<file path="src/rtl/vga_timing_gen_if.sv">
// Pixel-side bundle of vga_timing_gen: coordinate request / pixel return towards
// the image source, plus the registered RGB, sync and data-enable towards the DAC.
`timescale 1ns/1ps

interface vga_timing_gen_if;
  logic [10:0] vga_xpos;
  logic [10:0] vga_ypos;
  logic [23:0] vga_data;
  logic [23:0] vga_rgb;
  logic        vga_hs;
  logic        vga_vs;
  logic        vga_de;
  logic        vga_frame;

  // Timing generator side: issues coordinates, consumes pixels, drives the DAC.
  modport master (
    output vga_xpos, vga_ypos, vga_rgb, vga_hs, vga_vs, vga_de, vga_frame,
    input  vga_data
  );

  // Pixel source / display side.
  modport slave (
    input  vga_xpos, vga_ypos, vga_rgb, vga_hs, vga_vs, vga_de, vga_frame,
    output vga_data
  );
endinterface

</file>
<file path="src/rtl/vga_timing_gen.sv">
// 640x480@60 raster timing generator with a latency-matched sync/DE pipeline.
// Optional feature macro: VGA_BORDER_EN (forces a white ring around the active area).
`timescale 1ns/1ps

module vga_timing_gen #(
  parameter int H_SYNC   = 96,
  parameter int H_BACK   = 48,
  parameter int H_DISP   = 640,
  parameter int H_FRONT  = 16,
  parameter int V_SYNC   = 2,
  parameter int V_BACK   = 33,
  parameter int V_DISP   = 480,
  parameter int V_FRONT  = 10,
  parameter int DATA_LAT = 1
) (
  input  logic             clk_25m,
  input  logic             rst_n,
  vga_timing_gen_if.master vga
);

  localparam int H_TOTAL = H_SYNC + H_BACK + H_DISP + H_FRONT;
  localparam int V_TOTAL = V_SYNC + V_BACK + V_DISP + V_FRONT;
  localparam int HA      = H_SYNC + H_BACK;
  localparam int VA      = V_SYNC + V_BACK;

  localparam logic [10:0] H_LAST = 11'(H_TOTAL - 1);
  localparam logic [10:0] V_LAST = 11'(V_TOTAL - 1);
  localparam logic [10:0] HS_END = 11'(H_SYNC);
  localparam logic [10:0] VS_END = 11'(V_SYNC);
  localparam logic [10:0] HA_C   = 11'(HA);
  localparam logic [10:0] HE_C   = 11'(HA + H_DISP);
  localparam logic [10:0] VA_C   = 11'(VA);
  localparam logic [10:0] VE_C   = 11'(VA + V_DISP);
`ifdef VGA_BORDER_EN
  localparam logic [10:0] HR_C   = 11'(HA + H_DISP - 1);
  localparam logic [10:0] VR_C   = 11'(VA + V_DISP - 1);
`endif

  generate
    if (DATA_LAT < 0 || DATA_LAT > 4) begin : g_lat_chk
      $error("vga_timing_gen: DATA_LAT must be within 0..4");
    end
    if (H_TOTAL > 2048 || V_TOTAL > 2048) begin : g_cnt_chk
      $error("vga_timing_gen: line/frame totals exceed the 11-bit counters");
    end
  endgenerate

  // Per-pixel qualifiers travelling alongside the pixel source latency.
  typedef struct packed {
`ifdef VGA_BORDER_EN
    logic bd;
`endif
    logic hs;
    logic vs;
    logic de;
    logic fr;
  } flags_t;

  logic [10:0] hcnt_q, hcnt_d;
  logic [10:0] vcnt_q, vcnt_d;
  logic [10:0] xpos_q, xpos_d;
  logic [10:0] ypos_q, ypos_d;
  logic        h_act, v_act;
  flags_t      raw;
  flags_t      pipe_q [DATA_LAT+1];
  flags_t      tail;
  logic [23:0] rgb_q, rgb_d;
  logic        hs_q, vs_q, de_q, fr_q;

  // ---------------------------------------------------------------------------
  // Raster counters
  // ---------------------------------------------------------------------------
  always_comb begin
    // NOTE: every combinational output gets a default first so no path infers a latch.
    hcnt_d = hcnt_q + 11'd1;
    vcnt_d = vcnt_q;
    if (hcnt_q == H_LAST) begin
      hcnt_d = '0;
      vcnt_d = (vcnt_q == V_LAST) ? '0 : vcnt_q + 11'd1;
    end
  end

  always_ff @(posedge clk_25m or negedge rst_n) begin
    // NOTE: state registers use non-blocking assignments so all flops sample together.
    if (!rst_n) begin
      hcnt_q <= '0;
      vcnt_q <= '0;
    end else begin
      hcnt_q <= hcnt_d;
      vcnt_q <= vcnt_d;
    end
  end

  // ---------------------------------------------------------------------------
  // Raw region decode and coordinate request
  // ---------------------------------------------------------------------------
  always_comb begin
    h_act  = (hcnt_q >= HA_C) && (hcnt_q < HE_C);
    v_act  = (vcnt_q >= VA_C) && (vcnt_q < VE_C);
    raw    = '0;
    raw.hs = (hcnt_q < HS_END);
    raw.vs = (vcnt_q < VS_END);
    raw.de = h_act && v_act;
    raw.fr = raw.de && (hcnt_q == HA_C) && (vcnt_q == VA_C);
`ifdef VGA_BORDER_EN
    raw.bd = raw.de && ((hcnt_q == HA_C) || (hcnt_q == HR_C) ||
                        (vcnt_q == VA_C) || (vcnt_q == VR_C));
`endif
  end

  always_comb begin
    xpos_d = '0;
    ypos_d = '0;
    if (raw.de) begin
      xpos_d = hcnt_q - HA_C;
      ypos_d = vcnt_q - VA_C;
    end
  end

  always_ff @(posedge clk_25m or negedge rst_n) begin
    if (!rst_n) begin
      xpos_q <= '0;
      ypos_q <= '0;
    end else begin
      xpos_q <= xpos_d;
      ypos_q <= ypos_d;
    end
  end

  // ---------------------------------------------------------------------------
  // Qualifier delay line: one stage for the coordinate register, DATA_LAT for
  // the source, so the tail lines up with the vga_data being sampled.
  // ---------------------------------------------------------------------------
  always_ff @(posedge clk_25m or negedge rst_n) begin
    // NOTE: this small array is reset on purpose; stale flags must never reach the pins after reset.
    if (!rst_n) begin
      for (int i = 0; i <= DATA_LAT; i++) pipe_q[i] <= '0;
    end else begin
      pipe_q[0] <= raw;
      for (int i = 1; i <= DATA_LAT; i++) pipe_q[i] <= pipe_q[i-1];
    end
  end

  assign tail = pipe_q[DATA_LAT];

  // ---------------------------------------------------------------------------
  // Output register
  // ---------------------------------------------------------------------------
  always_comb begin
    rgb_d = '0;
    if (tail.de) begin
`ifdef VGA_BORDER_EN
      rgb_d = tail.bd ? 24'hFF_FFFF : vga.vga_data;
`else
      rgb_d = vga.vga_data;
`endif
    end
  end

  always_ff @(posedge clk_25m or negedge rst_n) begin
    if (!rst_n) begin
      rgb_q <= '0;
      hs_q  <= 1'b1;
      vs_q  <= 1'b1;
      de_q  <= 1'b0;
      fr_q  <= 1'b0;
    end else begin
      rgb_q <= rgb_d;
      hs_q  <= ~tail.hs;
      vs_q  <= ~tail.vs;
      de_q  <= tail.de;
      fr_q  <= tail.fr;
    end
  end

  assign vga.vga_xpos  = xpos_q;
  assign vga.vga_ypos  = ypos_q;
  assign vga.vga_rgb   = rgb_q;
  assign vga.vga_hs    = hs_q;
  assign vga.vga_vs    = vs_q;
  assign vga.vga_de    = de_q;
  assign vga.vga_frame = fr_q;

endmodule

</file>
<file path="src/flat_wrapper.sv">
// flat-port wrapper written by rule: the top's interface ports become plain ports
module vga_timing_gen_flat 
#(
  parameter int H_SYNC   = 96,
  parameter int H_BACK   = 48,
  parameter int H_DISP   = 640,
  parameter int H_FRONT  = 16,
  parameter int V_SYNC   = 2,
  parameter int V_BACK   = 33,
  parameter int V_DISP   = 480,
  parameter int V_FRONT  = 10,
  parameter int DATA_LAT = 1
)
  (clk_25m, rst_n, vga_vga_xpos, vga_vga_ypos, vga_vga_rgb, vga_vga_hs, vga_vga_vs, vga_vga_de, vga_vga_frame, vga_vga_data);
  vga_timing_gen_if vga_i ();
  input  logic clk_25m;
  input  logic rst_n;
  output wire logic [$bits(vga_i.vga_xpos)-1:0] vga_vga_xpos;
  output wire logic [$bits(vga_i.vga_ypos)-1:0] vga_vga_ypos;
  output wire logic [$bits(vga_i.vga_rgb)-1:0] vga_vga_rgb;
  output wire logic [$bits(vga_i.vga_hs)-1:0] vga_vga_hs;
  output wire logic [$bits(vga_i.vga_vs)-1:0] vga_vga_vs;
  output wire logic [$bits(vga_i.vga_de)-1:0] vga_vga_de;
  output wire logic [$bits(vga_i.vga_frame)-1:0] vga_vga_frame;
  input wire logic [$bits(vga_i.vga_data)-1:0] vga_vga_data;
  assign vga_vga_xpos = vga_i.vga_xpos;
  assign vga_vga_ypos = vga_i.vga_ypos;
  assign vga_vga_rgb = vga_i.vga_rgb;
  assign vga_vga_hs = vga_i.vga_hs;
  assign vga_vga_vs = vga_i.vga_vs;
  assign vga_vga_de = vga_i.vga_de;
  assign vga_vga_frame = vga_i.vga_frame;
  assign vga_i.vga_data = vga_vga_data;
  vga_timing_gen #(.H_SYNC(H_SYNC), .H_BACK(H_BACK), .H_DISP(H_DISP), .H_FRONT(H_FRONT), .V_SYNC(V_SYNC), .V_BACK(V_BACK), .V_DISP(V_DISP), .V_FRONT(V_FRONT), .DATA_LAT(DATA_LAT)) u_core (.clk_25m(clk_25m), .rst_n(rst_n), .vga(vga_i));
endmodule
</file>
<file path="config.mk">
export PLATFORM = sky130hd
export DESIGN_NAME = vga_timing_gen_flat
export DESIGN_NICKNAME = d
export VERILOG_FILES = /design/src/rtl/vga_timing_gen_if.sv /design/src/rtl/vga_timing_gen.sv /design/src/flat_wrapper.sv
export SDC_FILE = /design/constraint.sdc
export NUM_CORES = 1
export LEC_CHECK = 0
export CORE_MARGIN = 4
export CORE_UTILIZATION = 52
export CTS_BUF_LIST = sky130_fd_sc_hd__clkbuf_2 sky130_fd_sc_hd__clkbuf_4 sky130_fd_sc_hd__clkbuf_8
export CTS_CLUSTER_DIAMETER = 30
export DETAILED_ROUTE_END_ITERATION = 8
export HOLD_SLACK_MARGIN = 0.15
export PLACE_DENSITY = 0.84
export SYNTH_ARGS = -nofsm -noshare
export SYNTH_HDL_FRONTEND = slang
export SYNTH_SLANG_ARGS = --single-unit
export TNS_END_PERCENT = 1
</file>
<file path="constraint.sdc">
create_clock -name clk_25m -period 2.67 [get_ports clk_25m]
set_input_delay 0.4005 -clock clk_25m [delete_from_list [all_inputs] [get_ports clk_25m]]
set_output_delay 0.4005 -clock clk_25m [all_outputs]
set_load 0.01 [all_outputs]
</file>
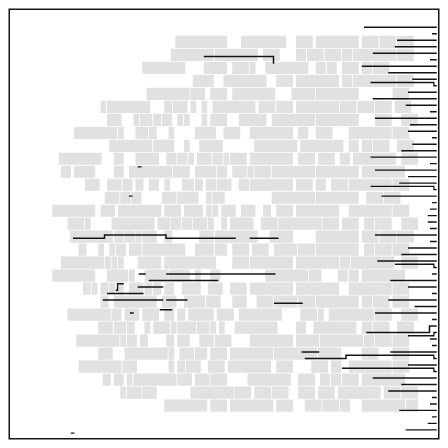
Figure 1: run 1, signal wires on met3.
73 nets have wire on it. The layer holds 8.7% of the routed length. The layer carries 593 µm of wire. The wires run mostly horizontal.

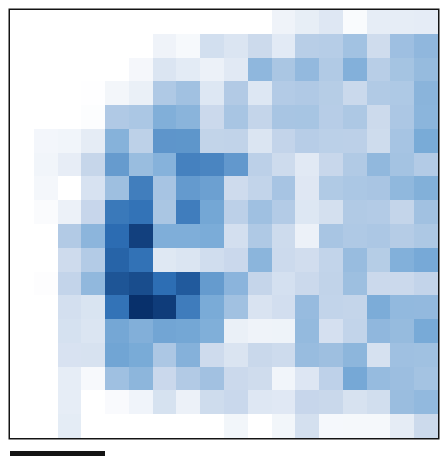
Figure 2: run 1, routed metal per tile.
Bar = 20 µm. 18 x 18 tiles, from white (low) to dark blue (high), scaled to the fullest tile. Values are wire area over tile area, all layers added.
9.9% of the tiles are over half the peak. The fullest tile reaches 0.54. The densest ninth of the die: centre. The emptiest ninth of the die: north-west. 19% of the tiles are nearly empty. The mean over all tiles is 0.14.

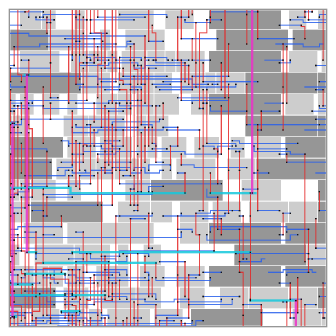
Figure 3: run 1, layout detail.
Region (25, 25) to (65, 65) µm. Cells in grey, sequential cells in the stronger grey; small squares are vias.
Key: red = M2; cyan = M3; magenta = M4; blue = M1
118 logic cells have their middle in the window. Netlist names of flops here include `u_core.vga.vga_xpos` (6), `u_core.hcnt_q` (5), `u_core.pipe_q` (5). Most frequent: dfrtp_1 (21), nor3_2 (11), clkbuf_8 (7). Sequential cells in the window: 21.

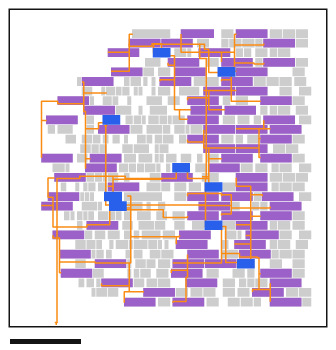
Figure 4: run 1, clock network drawn from the DEF.
Bar = 20 µm.
Key: blue = clock-net drivers [count 9]; purple = flip-flops [count 80]; orange = clock wires [length 918 µm]
Position of the flops: all over the die. There are 10 routed clock nets.

-- run 1: stage by stage --
stage               cell area [µm²]  total power, mW  instances
floorplan                      3466            1.235        289
global placement               4189            1.293        422
detailed placement             4189            1.294        422
CTS                            4424            2.301        438
global route                   4424            2.372        438
finish                         4424            2.277        438
-- run 1: kinds of logic after synthesis --
kind of cell             share of synthesized area
flip-flops                                  0.5783
multiplexers                              0.005776
XOR/XNOR                                   0.05812
adder cells (fa/ha/maj)                    0.02166
AND/OR/NAND/NOR                             0.2314
buffers and inverters                      0.05451
AND-OR/OR-AND                              0.05018
-- run 1: final cells by class --
class                   instances  share of cell area
clock inverters                 4             0.01725
flip-flops and latches         80              0.4531
multi-input cells             174              0.2876
repair buffers                 77              0.1725
clock buffers                  12             0.03592
inverters                      14             0.01188
well taps                      77             0.02178
-- run 1: where the power goes --
part           switching (mW)  leakage (nW)  internal (mW)  total (mW)
combinational          0.0265         0.773         0.0311      0.0577
sequential                  0          1.08           1.21        1.21
clock                   0.419         0.116          0.590        1.01
total                   0.445          1.96           1.83        2.28
-- run 1: routing by layer --
layer,vias up,wire (µm),global-route usage
met5,-,0,0
met4,0,137,0.08254
met3,10,592,0.05018
met2,92,2995,0.2826
met1,1106,3082,0.2371
li1,1114,-,-
-- run 1: cells in the mapped netlist, drive strengths merged, types with 2 or more instances --
master,n,share of area
and2,26,0.047
clkbuf,10,0.012
buf,11,0.028
nand4,6,0.011
dfrtp,78,0.56
a211oi,2,0.0043
mux2i,2,0.0058
or3,2,0.0051
ha,6,0.022
nor2,16,0.018
o31a,2,0.0051
nand2,12,0.013
xor2,12,0.030
nor4,6,0.014
inv,14,0.015
or4b,2,0.0058
and3,5,0.0090
nor3,26,0.068
nand2b,4,0.0072
and4,3,0.0076
xnor2,11,0.028
a2111o,2,0.0065
a21oi,3,0.0043
nand3,8,0.012
nor2b,2,0.0058
o21ai,3,0.0043
dfstp,2,0.015
-- run 1: state kept, by name, indices dropped and copies added, names as in the netlist --
signal	cells
u_core.vga.vga_frame	1
u_core.vga.vga_hs	1
u_core.pipe_q	8
u_core.hcnt_q	11
u_core.vcnt_q	11
u_core.vga.vga_xpos	11
u_core.vga.vga_vs	1
u_core.vga.vga_rgb	24
u_core.vga.vga_de	1
u_core.vga.vga_ypos	11
-- run 1: final timing paths --
| path | end | slack [ps] | startpoint |
|---|---|---|---|
| worst max-delay path | u_core.vga.vga_xpos[7] | 330 | u_core.hcnt_q[5] |
| worst min register to register | u_core.vga.vga_hs | 350 | u_core.pipe_q[3] |
| max in group asynchronous | u_core.hcnt_q[7] | 1850 | rst_n |
| worst max register to register | u_core.vga.vga_xpos[7] | 330 | u_core.hcnt_q[5] |
| worst min-delay path | u_core.vga.vga_rgb[22] | 200 | rst_n |
| min in group clk_25m | u_core.vga.vga_hs | 350 | u_core.pipe_q[3] |
-- run 1: worst max-delay path, stage by stage (launching register included) --
cell	delay (ps)
dfrtp_1	440
inv_1	150
ha_1	170
nor2b_4	220
a311oi_1	110
a2111o_1	540
buf_4	280
nor4_1	300
==> qor.rpt, run 1 <==
LOGIC SYNTHESIS
---------------------------------------------------------------------------------
Syn_area_per_cell ..................................................    11.99 µm²
Flip-flops with a built-in enable ..................................            0
Synthesis-stage register bit count .................................           80
Fraction of synthesis flops using an asynchronous set or reset pin .        1.000
Flip-flop cell with the highest count after synthesis ..............      dfrtp_1
Number of nets in the synthesized netlist ..........................          321
Total cells reported by yosys after synthesis ......................          289
Library cells used by synthesis ....................................           51
Post-Syn Area ......................................................     3466 µm²
Number of synthesis warnings .......................................            0
Sequential area share after synthesis ..............................       0.5783
Synthesized instance count .........................................          289

GRT
---------------------------------------------------------------------------------
Overflow after GRT .................................................            0
Global-route wire length before repair .............................     10.98 mm
Largest net degree at the start of global routing ..................           81
Via count of the first global-routing pass .........................         2261
All-layer global routing usage .....................................       0.1814
Antenna violations before repair ...................................            0

PLACEMENT
---------------------------------------------------------------------------------
Number of port buffers .............................................           75
Routability congestion estimate from global placement ..............       0.8208
Pre-CTS worst setup slack ..........................................     348.2 ps
DPL Wire Length ....................................................     4.919 mm

CLOCKING
---------------------------------------------------------------------------------
Resized Gates After CTS ............................................            0
Root Driver ........................................................     clkbuf_8
Bufs on Longest Clock Path .........................................            2
Setup repair bufs after CTS ........................................            0
TritonCTS Buffers ..................................................            9
CTS sink count .....................................................           80
Number of H-tree levels ............................................            3

FINISH
---------------------------------------------------------------------------------
Filler cell count ..................................................          440
Final core utilization .............................................       0.6889
Top logic cells by instance count in the layout .................... 78 x dfrtp_1, 74 x clkdlybuf4s50_1, 26 x and2_1, 19 x nor3_2, 15 x nor2_1
Combinational gate area ............................................     1272 µm²
Most common library cell in the layout ignoring fill and taps ......      dfrtp_1
Area Growth Syn to Fin .............................................       27.65%
Area taken by flip-flops and latches ...............................     2004 µm²
Fraction of final layout cells with drive strength greater than 1 ..       0.1357

STA
---------------------------------------------------------------------------------
Rel. slew slack ....................................................       0.3631
Clock skew .........................................................     8.592 ps
Final-report setup violation count .................................            0
Hold Fails Final Rpt ...............................................            0
Min setup slack post-route .........................................     329.6 ps
Max-slew violation count ...........................................            0
Pin slew with the least headroom to its limit ......................     955.4 ps
Worst slack on hold paths ..........................................     200.5 ps
Final cycle utilization of the critical path .......................       0.8766
Final critical-path required period ................................      2340 ps
Total Negative Setup Slacks ........................................         0 ps
Setup repair after global routing missed its margin ................        false

POWER AND IR DROP
---------------------------------------------------------------------------------
Leakage power ......................................................     1.964 nW
Worst supply voltage drop on vdd ...................................     382.0 µV
Power density relative to cell area ................................ 514.6 nW/µm²

ROUTE
---------------------------------------------------------------------------------
Antenna-violating nets left ........................................            0
Average detailed-routed wire length per instance ...................     15.55 µm
Number of vias per cell after detailed routing .....................        5.301
Drt initial violations .............................................           76
DRT Pass-1 Iters ...................................................            6
DR DRC count .......................................................            0
Wirelength, routed .................................................     6.809 mm
Routed via count ...................................................         2322

DIE
---------------------------------------------------------------------------------
Row count ..........................................................           29
Core Area ..........................................................     6422 µm²
Initial cell density of the core ...................................       0.5396
Overall die area ...................................................     8035 µm²
Die boundary width .................................................     89.64 µm
Chip height ........................................................     89.64 µm
Ports ..............................................................           76

WORST SETUP PATH
---------------------------------------------------------------------------------
WP data arrival ....................................................      2560 ps
Worst Reg-to-Reg Cells .............................................            7
Startpoint class of the critical path ..............................    flip-flop
Kind of critical path .............................................. flip-flop to flip-flop
Worst EP required ..................................................      2890 ps
Critical Path Sink Type ............................................    flip-flop
Worst-path maximum fanout ..........................................           17

JOB
---------------------------------------------------------------------------------
Max cap viols ......................................................            0
Number of logged tool warnings .....................................           29

WORST HOLD PATH
---------------------------------------------------------------------------------
Min-delay worst type ............................................... primary input to async pin

STATUS
---------------------------------------------------------------------------------
Result of the run .................................................. complete, no violations

==> run 2: changes to the inputs <==
--- a/config.mk
+++ b/config.mk
@@ -5,7 +5,7 @@
 export SDC_FILE = /design/constraint.sdc
 export NUM_CORES = 1
 export LEC_CHECK = 0
-export CORE_MARGIN = 4
+export ABC_CLOCK_PERIOD_IN_PS = 2670
 export CORE_UTILIZATION = 52
 export CTS_BUF_LIST = sky130_fd_sc_hd__clkbuf_2 sky130_fd_sc_hd__clkbuf_4 sky130_fd_sc_hd__clkbuf_8
 export CTS_CLUSTER_DIAMETER = 30
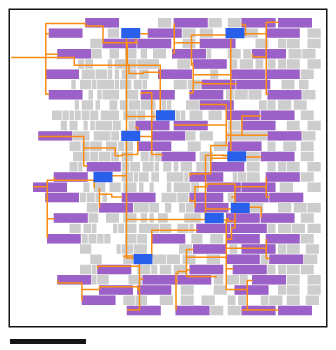
Figure 5: run 2, clock network drawn from the DEF.
Bar = 20 µm.
Key: orange = clock wires [length 875 µm]; blue = clock-net drivers [count 9]; purple = flip-flops [count 80]
Position of the flops: all over the die.

==> qor.rpt, run 2 <==
LOGIC SYNTHESIS
---------------------------------------------------------------------------------
Main area contributors ............................................. dfrtp_1 56%, nor3_2 5.5%, and2_1 4.7%
Number of nets in the synthesized netlist ..........................          321   unchanged
Library cells used by synthesis ....................................           51   unchanged
Flip-flop cell with the highest count after synthesis ..............      dfrtp_1
Top cells by instance count after synthesis ........................ 78 x dfrtp_1, 26 x and2_1, 19 x nor3_2
Number of synthesis warnings .......................................            0   unchanged
Multiplexer fraction of the synthesized cell area ..................     0.005776   unchanged
Post-Syn Area ......................................................     3466 µm²   unchanged
Sequential area share after synthesis ..............................       0.5783   unchanged
Share of the synthesized netlist area taken by xor and xnor gates ..      0.05812   unchanged
Adder-cell share of the synthesized area ...........................      0.02166   unchanged
Syn_area_per_cell ..................................................    11.99 µm²   unchanged
Main logic family after synthesis .................................. simple AND/OR/NAND/NOR gates
Total cell area reported by yosys after synthesis ..................     3466 µm²
Synth Area in Simple Gates .........................................       0.2314   unchanged
Synthesized instance count .........................................          289   unchanged
Flip-flops with a built-in enable ..................................            0   unchanged
Synthesis-stage register bit count .................................           80   unchanged
Total cells reported by yosys after synthesis ......................          289   unchanged
Fraction of synthesis flops using an asynchronous set or reset pin .        1.000   unchanged
Cell taking the most area after synthesis ..........................      dfrtp_1
Synth top area share ...............................................       0.5632   unchanged
Count leader, synth ................................................      dfrtp_1
Fraction of the mapped netlist area in compound gates ..............      0.05018   unchanged

PLACEMENT
---------------------------------------------------------------------------------
Routability congestion estimate from global placement ..............       0.8689   +5.9%
DPL Wire Length ....................................................     4.823 mm   -2.0%
Number of port buffers .............................................           75   unchanged
Cell area reported after detailed placement ........................     4197 µm²   +0.18%

FINISH
---------------------------------------------------------------------------------
Diodes inserted ....................................................            0
Combinational gate area ............................................     1272 µm²   unchanged
Most common library cell in the layout ignoring fill and taps ......      dfrtp_1
Post-route cell area ...............................................     4395 µm²   -0.65%
Filler cell count ..................................................          443   +0.68%
Number of nets in the final layout .................................          389
Number of flip-flops in the largest register .......................           24   unchanged
Area taken by flip-flops and latches ...............................     2004 µm²   unchanged
Fraction of final layout cells with drive strength greater than 1 ..       0.1381   +0.002387
Top logic cells by instance count in the layout .................... 78 x dfrtp_1, 74 x clkdlybuf4s50_1, 26 x and2_1, 19 x nor3_2, 15 x nor2_1
Area Growth Syn to Fin .............................................       26.82%

CLOCKING
---------------------------------------------------------------------------------
Clk ins delay skew pair ............................................       360 ps
Number of H-tree levels ............................................            3   unchanged
Register clock-pin slew on the reported worst setup and hold paths .        80 ps
TritonCTS Buffers ..................................................            9   unchanged
Root Driver ........................................................     clkbuf_8
Resized Gates After CTS ............................................            0   unchanged
Bufs on Longest Clock Path .........................................            2   unchanged
Clock tree from TritonCTS ..........................................         done
# hold bufs at CTS .................................................            0
CTS sink count .....................................................           80   unchanged
Setup repair bufs after CTS ........................................            0   unchanged

ROUTE
---------------------------------------------------------------------------------
Number of vias per cell after detailed routing .....................        5.351   +0.93%
DRT Pass-1 Iters ...................................................            4   -2
Routed via count ...................................................         2349   +1.2%
Average detailed-routed wire length per instance ...................     15.66 µm   +0.75%
Antenna-violating nets left ........................................            0   unchanged
Wirelength, routed .................................................     6.876 mm   +0.98%
Drt initial violations .............................................           94   +24%
DR DRC count .......................................................            0   unchanged

GRT
---------------------------------------------------------------------------------
Grt met3 use .......................................................      0.04154   -0.008639
Largest net degree at the start of global routing ..................           81   unchanged
Most crowded layer after global routing ............................         met2
All-layer global routing usage .....................................       0.2182   +0.03672
Global-route wire length before repair .............................     11.85 mm   +7.9%
Overflow after GRT .................................................            0   unchanged
Fraction of met1 tracks used by global routing .....................       0.2918   +0.05474
Met2 layer usage reported by global route ..........................       0.3540   +0.07145
Antenna violations before repair ...................................            0   unchanged
Via count of the first global-routing pass .........................         2340   +3.5%

POWER AND IR DROP
---------------------------------------------------------------------------------
Leakage power ......................................................     1.949 nW   -0.78%
Seq pwr share ......................................................        0.560   +0.028
Power share of the clock group .....................................        0.413   -0.030
Power density relative to cell area ................................ 491.4 nW/µm²   -4.5%
Switching Fraction .................................................       0.2182   +0.02266
Internal Power .....................................................     1.689 mW   -7.8%
Share of total power in combinational logic ........................        0.027   +0.002
Net Switching ......................................................     471.2 µW   +5.9%
Worst supply voltage drop on vdd ...................................     339.9 µV   -11%

STA
---------------------------------------------------------------------------------
Clock skew .........................................................     9.705 ps   +1.113 ps
Final-report setup violation count .................................            0   unchanged
Rel. slew slack ....................................................       0.3602   -0.002933
Pin slew with the least headroom to its limit ......................     959.8 ps   +4.399 ps
Hold Fails Final Rpt ...............................................            0   unchanged
Worst slack on hold paths ..........................................     179.0 ps   -21.45 ps
Final cycle utilization of the critical path .......................       0.8815   +0.004932
Total Negative Setup Slacks ........................................         0 ps   unchanged
Final critical-path required period ................................      2354 ps   +13.17 ps
Max-slew violation count ...........................................            0   unchanged
Peak Freq ..........................................................   0.4249 GHz
Setup repair after global routing missed its margin ................        false

DIE
---------------------------------------------------------------------------------
Core Area ..........................................................     6386 µm²   -0.57%
Row count ..........................................................           29   unchanged
Overall die area ...................................................     6996 µm²   -13%
Die boundary width .................................................     83.64 µm   -6.7%
Chip height ........................................................     83.64 µm   -6.7%
Ports ..............................................................           76   unchanged
Initial cell density of the core ...................................       0.5427   +0.003066

JOB
---------------------------------------------------------------------------------
Number of logged tool warnings .....................................           29   unchanged
Max cap viols ......................................................            0   unchanged

WORST SETUP PATH
---------------------------------------------------------------------------------
Critical Path Sink Type ............................................    flip-flop
WP data arrival ....................................................      2630 ps   +70 ps
Flop2flop setup slack ..............................................       320 ps   about the same
Worst EP required ..................................................      2940 ps   +50 ps
Kind of critical path .............................................. flip-flop to flip-flop
Startpoint class of the critical path ..............................    flip-flop
Worst-path maximum fanout ..........................................           15   -2

STATUS
---------------------------------------------------------------------------------
Result of the run .................................................. complete, no violations

WORST HOLD PATH
---------------------------------------------------------------------------------
Min-delay worst type ............................................... primary input to async pin

-- run 2: kinds of logic (layout without fill, tap and decap cells) --
logic type                 count (synthesis)  after routing
muxes                                      2              2
DFF                                       80             80
buffers and inverters                     35            108
AOI/OAI and AO/OA                         22             22
adders and majority gates                  6              6
xor gates and xnor gates                  23             23
and+or+nand+nor                          121            121
-- run 2: per-layer routing --
layer,up-vias,wire length (µm),share of wire
met5,-,0,0
met2,84,3379,0.49
met4,0,89,0.013
met1,1150,3029,0.44
met3,8,378,0.055
li1,1107,-,-
-- run 2: final cells by class --
cell class	instances	share of cell area
Inverter	14	0.01196
Clock inverter	6	0.01537
Timing Repair Buffer	78	0.1753
Multi-Input combinational cell	174	0.2895
Clock buffer	10	0.02989
Tap cell	77	0.02192
Sequential cell	80	0.4560
-- run 2: path summary, 6_finish.rpt --
| kind | startpoint | to | depth (start not counted) |
|---|---|---|---|
| worst max register to register | u_core.hcnt_q[5] | u_core.vga.vga_ypos[0] | 7 |
| worst min-delay path | rst_n | u_core.vga.vga_rgb[4] | 1 |
| worst min register to register | u_core.pipe_q[7] | u_core.pipe_q[3] | 0 |
| worst max-delay path | u_core.hcnt_q[5] | u_core.vga.vga_ypos[0] | 7 |
| min in group clk_25m | u_core.pipe_q[7] | u_core.pipe_q[3] | 0 |
| max in group asynchronous | rst_n | u_core.vga.vga_rgb[11] | 1 |
-- run 2: power by group through the flow --
stage,Sequential (mW),Clock [mW],Combinational (mW)
after floorplan,1.23,0,0.00000192
after global placement,1.23,0,0.0592
after detailed placement,1.23,0,0.0595
after CTS,1.21,0.909,0.0605
after global routing,1.21,0.964,0.0652
final,1.21,0.891,0.0579
-- run 2: through the flow --
step,instances,setup WS (ps),total power [mW],util
finish,439,316.4,2.160,0.6883
global route,439,147.8,2.239,0.6883
CTS,439,322.5,2.180,0.6883
detailed placement,423,338.7,1.294,0.6571
global placement,423,418.0,1.294,0.6571
floorplan,289,816.8,1.235,-
-- run 2: critical path: stages (launching register included) --
cell,delay (ps)
dfrtp_1,450
inv_1,140
ha_1,160
nor2b_4,220
a311oi_1,110
a2111o_1,710
buf_4,320
nor3_2,160
==> run 3: changes to the inputs <==
--- a/config.mk
+++ b/config.mk
@@ -12,6 +12,7 @@
 export DETAILED_ROUTE_END_ITERATION = 8
 export HOLD_SLACK_MARGIN = 0.15
 export PLACE_DENSITY = 0.84
+export SETUP_SLACK_MARGIN = 0.5
 export SYNTH_ARGS = -nofsm -noshare
 export SYNTH_HDL_FRONTEND = slang
 export SYNTH_SLANG_ARGS = --single-unit
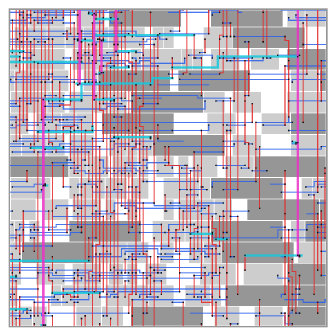
Figure 6: run 3, layout detail.
Region (22, 22) to (62, 62) µm. Cells in grey, sequential cells in the stronger grey; small squares are vias.
Key: magenta = M4; cyan = M3; red = M2; blue = M1
Sequential cells in the window: 21. 129 logic cells have their middle in the window. Netlist names of flops here include `u_core.vga.vga_xpos` (6), `u_core.pipe_q` (5), `u_core.vcnt_q` (4). Most frequent: dfrtp_1 (21), inv_1 (12), nor3_2 (9).

==> qor.rpt, run 3 <==
FINISH
---------------------------------------------------------------------------------
Final standard cell count with taps included and fillers excluded ..          444   +1.1%
Diodes inserted ....................................................            0   unchanged
Number of flip-flops in the largest register .......................           24   unchanged
Filler cell count ..................................................          434   -2.0%
Area taken by flip-flops and latches ...............................     2004 µm²   unchanged
Area Growth Syn to Fin .............................................       27.94%
Number of nets in the final layout .................................          394   +1.3%
Top logic cells by instance count in the layout .................... 78 x dfrtp_1, 74 x clkdlybuf4s50_1, 26 x and2_1, 19 x nor3_2, 15 x nor2_1
Fraction of final layout cells with drive strength greater than 1 ..       0.1526   +0.01447
Final core utilization .............................................       0.6944   +0.006073
Combinational gate area ............................................     1274 µm²   about the same

WORST SETUP PATH
---------------------------------------------------------------------------------
Startpoint class of the critical path ..............................    flip-flop
Critical Path Sink Type ............................................    flip-flop
WP data arrival ....................................................      2260 ps   -370 ps
Kind of critical path .............................................. flip-flop to flip-flop
Worst Reg-to-Reg Cells .............................................            6   -1
Worst EP required ..................................................      2890 ps   -50 ps
Worst-path maximum fanout ..........................................           15   unchanged

STA
---------------------------------------------------------------------------------
Final cycle utilization of the critical path .......................       0.7639   -0.1176
Final critical-path required period ................................      2040 ps   -313.9 ps
Total Negative Setup Slacks ........................................         0 ps   unchanged
Min setup slack post-route .........................................     630.4 ps   +313.9 ps
Setup repair after global routing missed its margin ................        false
Peak Freq ..........................................................   0.4903 GHz   +15%
Clock skew .........................................................     10.61 ps   +0.8998 ps
Worst slack on hold paths ..........................................     208.3 ps   +29.32 ps
Hold Fails Final Rpt ...............................................            0   unchanged
Final-report setup violation count .................................            0   unchanged
Pin slew with the least headroom to its limit ......................     957.5 ps   -2.254 ps
Max-slew violation count ...........................................            0   unchanged

WORST HOLD PATH
---------------------------------------------------------------------------------
Min-delay worst type ............................................... primary input to async pin

LOGIC SYNTHESIS
---------------------------------------------------------------------------------
Main area contributors ............................................. dfrtp_1 56%, nor3_2 5.5%, and2_1 4.7%
Synth top area share ...............................................       0.5632   unchanged
Main logic family after synthesis .................................. simple AND/OR/NAND/NOR gates
Fraction of the mapped netlist area in compound gates ..............      0.05018   unchanged
Cell taking the most area after synthesis ..........................      dfrtp_1
Synth Area in Simple Gates .........................................       0.2314   unchanged
Library cells used by synthesis ....................................           51   unchanged
Synthesis-stage register bit count .................................           80   unchanged
Share of the synthesized netlist area taken by xor and xnor gates ..      0.05812   unchanged
Fraction of synthesis flops using an asynchronous set or reset pin .        1.000   unchanged
Top cells by instance count after synthesis ........................ 78 x dfrtp_1, 26 x and2_1, 19 x nor3_2
Syn_area_per_cell ..................................................    11.99 µm²   unchanged
Post-Syn Area ......................................................     3466 µm²   unchanged
Total cells reported by yosys after synthesis ......................          289   unchanged
Flip-flops with a built-in enable ..................................            0   unchanged
Number of synthesis warnings .......................................            0   unchanged
Multiplexer fraction of the synthesized cell area ..................     0.005776   unchanged
Total cell area reported by yosys after synthesis ..................     3466 µm²   unchanged
Synthesized instance count .........................................          289   unchanged
Adder-cell share of the synthesized area ...........................      0.02166   unchanged
Count leader, synth ................................................      dfrtp_1

DIE
---------------------------------------------------------------------------------
Chip height ........................................................     83.64 µm   unchanged
Core Area ..........................................................     6386 µm²   unchanged
Ports ..............................................................           76   unchanged
Overall die area ...................................................     6996 µm²   unchanged
Die boundary width .................................................     83.64 µm   unchanged
Initial cell density of the core ...................................       0.5427   unchanged

CLOCKING
---------------------------------------------------------------------------------
TritonCTS Buffers ..................................................            9   unchanged
Bufs on Longest Clock Path .........................................            2   unchanged
Register clock-pin slew on the reported worst setup and hold paths .        80 ps   about the same
CTS sink count .....................................................           80   unchanged
# hold bufs at CTS .................................................            0   unchanged
Clk ins delay skew pair ............................................       350 ps   about the same
Number of H-tree levels ............................................            3   unchanged
Root Driver ........................................................     clkbuf_8

ROUTE
---------------------------------------------------------------------------------
DR DRC count .......................................................            0   unchanged
Wirelength, routed .................................................     6.997 mm   +1.8%
Average detailed-routed wire length per instance ...................     15.76 µm   +0.61%
Number of vias per cell after detailed routing .....................        5.383   +0.60%
DRT Pass-1 Iters ...................................................            4   unchanged
Antenna-violating nets left ........................................            0   unchanged
Drt initial violations .............................................          138   +47%

GRT
---------------------------------------------------------------------------------
Via count of the first global-routing pass .........................         2357   +0.73%
Antenna violations before repair ...................................            0   unchanged
Largest net degree at the start of global routing ..................           81   unchanged
Overflow after GRT .................................................            0   unchanged
Global-route wire length before repair .............................     11.90 mm   +0.35%
All-layer global routing usage .....................................       0.2188   +0.0006467

PLACEMENT
---------------------------------------------------------------------------------
Placed Instances ...................................................          423   unchanged
Routability congestion estimate from global placement ..............       0.8689   unchanged
DPL Wire Length ....................................................     4.823 mm   unchanged
Pre-CTS worst setup slack ..........................................     338.7 ps   unchanged
Number of port buffers .............................................           75   unchanged

POWER AND IR DROP
---------------------------------------------------------------------------------
Leakage power ......................................................     1.973 nW   +1.2%
Worst supply voltage drop on vdd ...................................     340.3 µV   +0.10%
Power density relative to cell area ................................ 486.7 nW/µm²   -0.96%

STATUS
---------------------------------------------------------------------------------
Result of the run .................................................. complete, no violations

JOB
---------------------------------------------------------------------------------
Max cap viols ......................................................            0   unchanged

run 3: final cells by class:
class | instances | share of cell area
clock buffers | 10 | 0.02963
repair buffers | 83 | 0.1823
inverters | 14 | 0.01185
flip-flops and latches | 80 | 0.4520
multi-input cells | 174 | 0.2872
clock inverters | 6 | 0.01524
well taps | 77 | 0.02173
run 3: power breakdown:
part,switching (mW),leakage [nW],internal (mW),total (mW)
combinational,0.0270,0.801,0.0311,0.0581
sequential,0,1.08,1.21,1.21
clock,0.442,0.0967,0.447,0.889
total,0.469,1.97,1.69,2.16
run 3: cell families after synthesis:
family,count (synthesis)
simple gates,121
flops,80
buf+inv,35
xor+xnor,23
compound gates,22
fa+ha+maj,6
mux,2
run 3: per-stage QoR:
step	power [mW]	area (µm²)
finish	2.158	4434
detailed placement	1.294	4197
global route	2.239	4434
CTS	2.180	4419
global placement	1.294	4197
floorplan	1.235	3466
run 3: path summary, 6_finish.rpt:
kind	from	slack (ps)	end
worst max register to register	u_core.vcnt_q[0]	630	u_core.vga.vga_xpos[7]
worst min-delay path	rst_n	210	u_core.vga.vga_rgb[4]
worst min register to register	u_core.pipe_q[7]	350	u_core.pipe_q[3]
max in group asynchronous	rst_n	1850	u_core.hcnt_q[1]
worst max-delay path	u_core.vcnt_q[0]	630	u_core.vga.vga_xpos[7]
min in group clk_25m	u_core.pipe_q[7]	350	u_core.pipe_q[3]
run 3: repair_timing:
item | 4_1_cts | 5_1_grt
endpoints found under the setup margin | 11 | 1
gates resized | 1 | 0
endpoints found under the hold margin | 0 | 0
pin swaps | 1 | 0
setup buffers | 3 | 2
run 3: critical path: stages (launching register included):
cell and delay, ps:
dfrtp_1 470, ha_1 350, nor4_2 370, a211oi_1 160, o21bai_2 180, buf_4 280, nor4_1 80
run 3: metal layers:
| layer | track usage | wire, µm |
|---|---|---|
| met5 | 0 | 0 |
| met1 | 0.2885 | 3008 |
| met3 | 0.04352 | 410 |
| met4 | 0.08937 | 128 |
| met2 | 0.3562 | 3449 |
Power figures rest on the tool's default switching activity, not on a simulated workload.
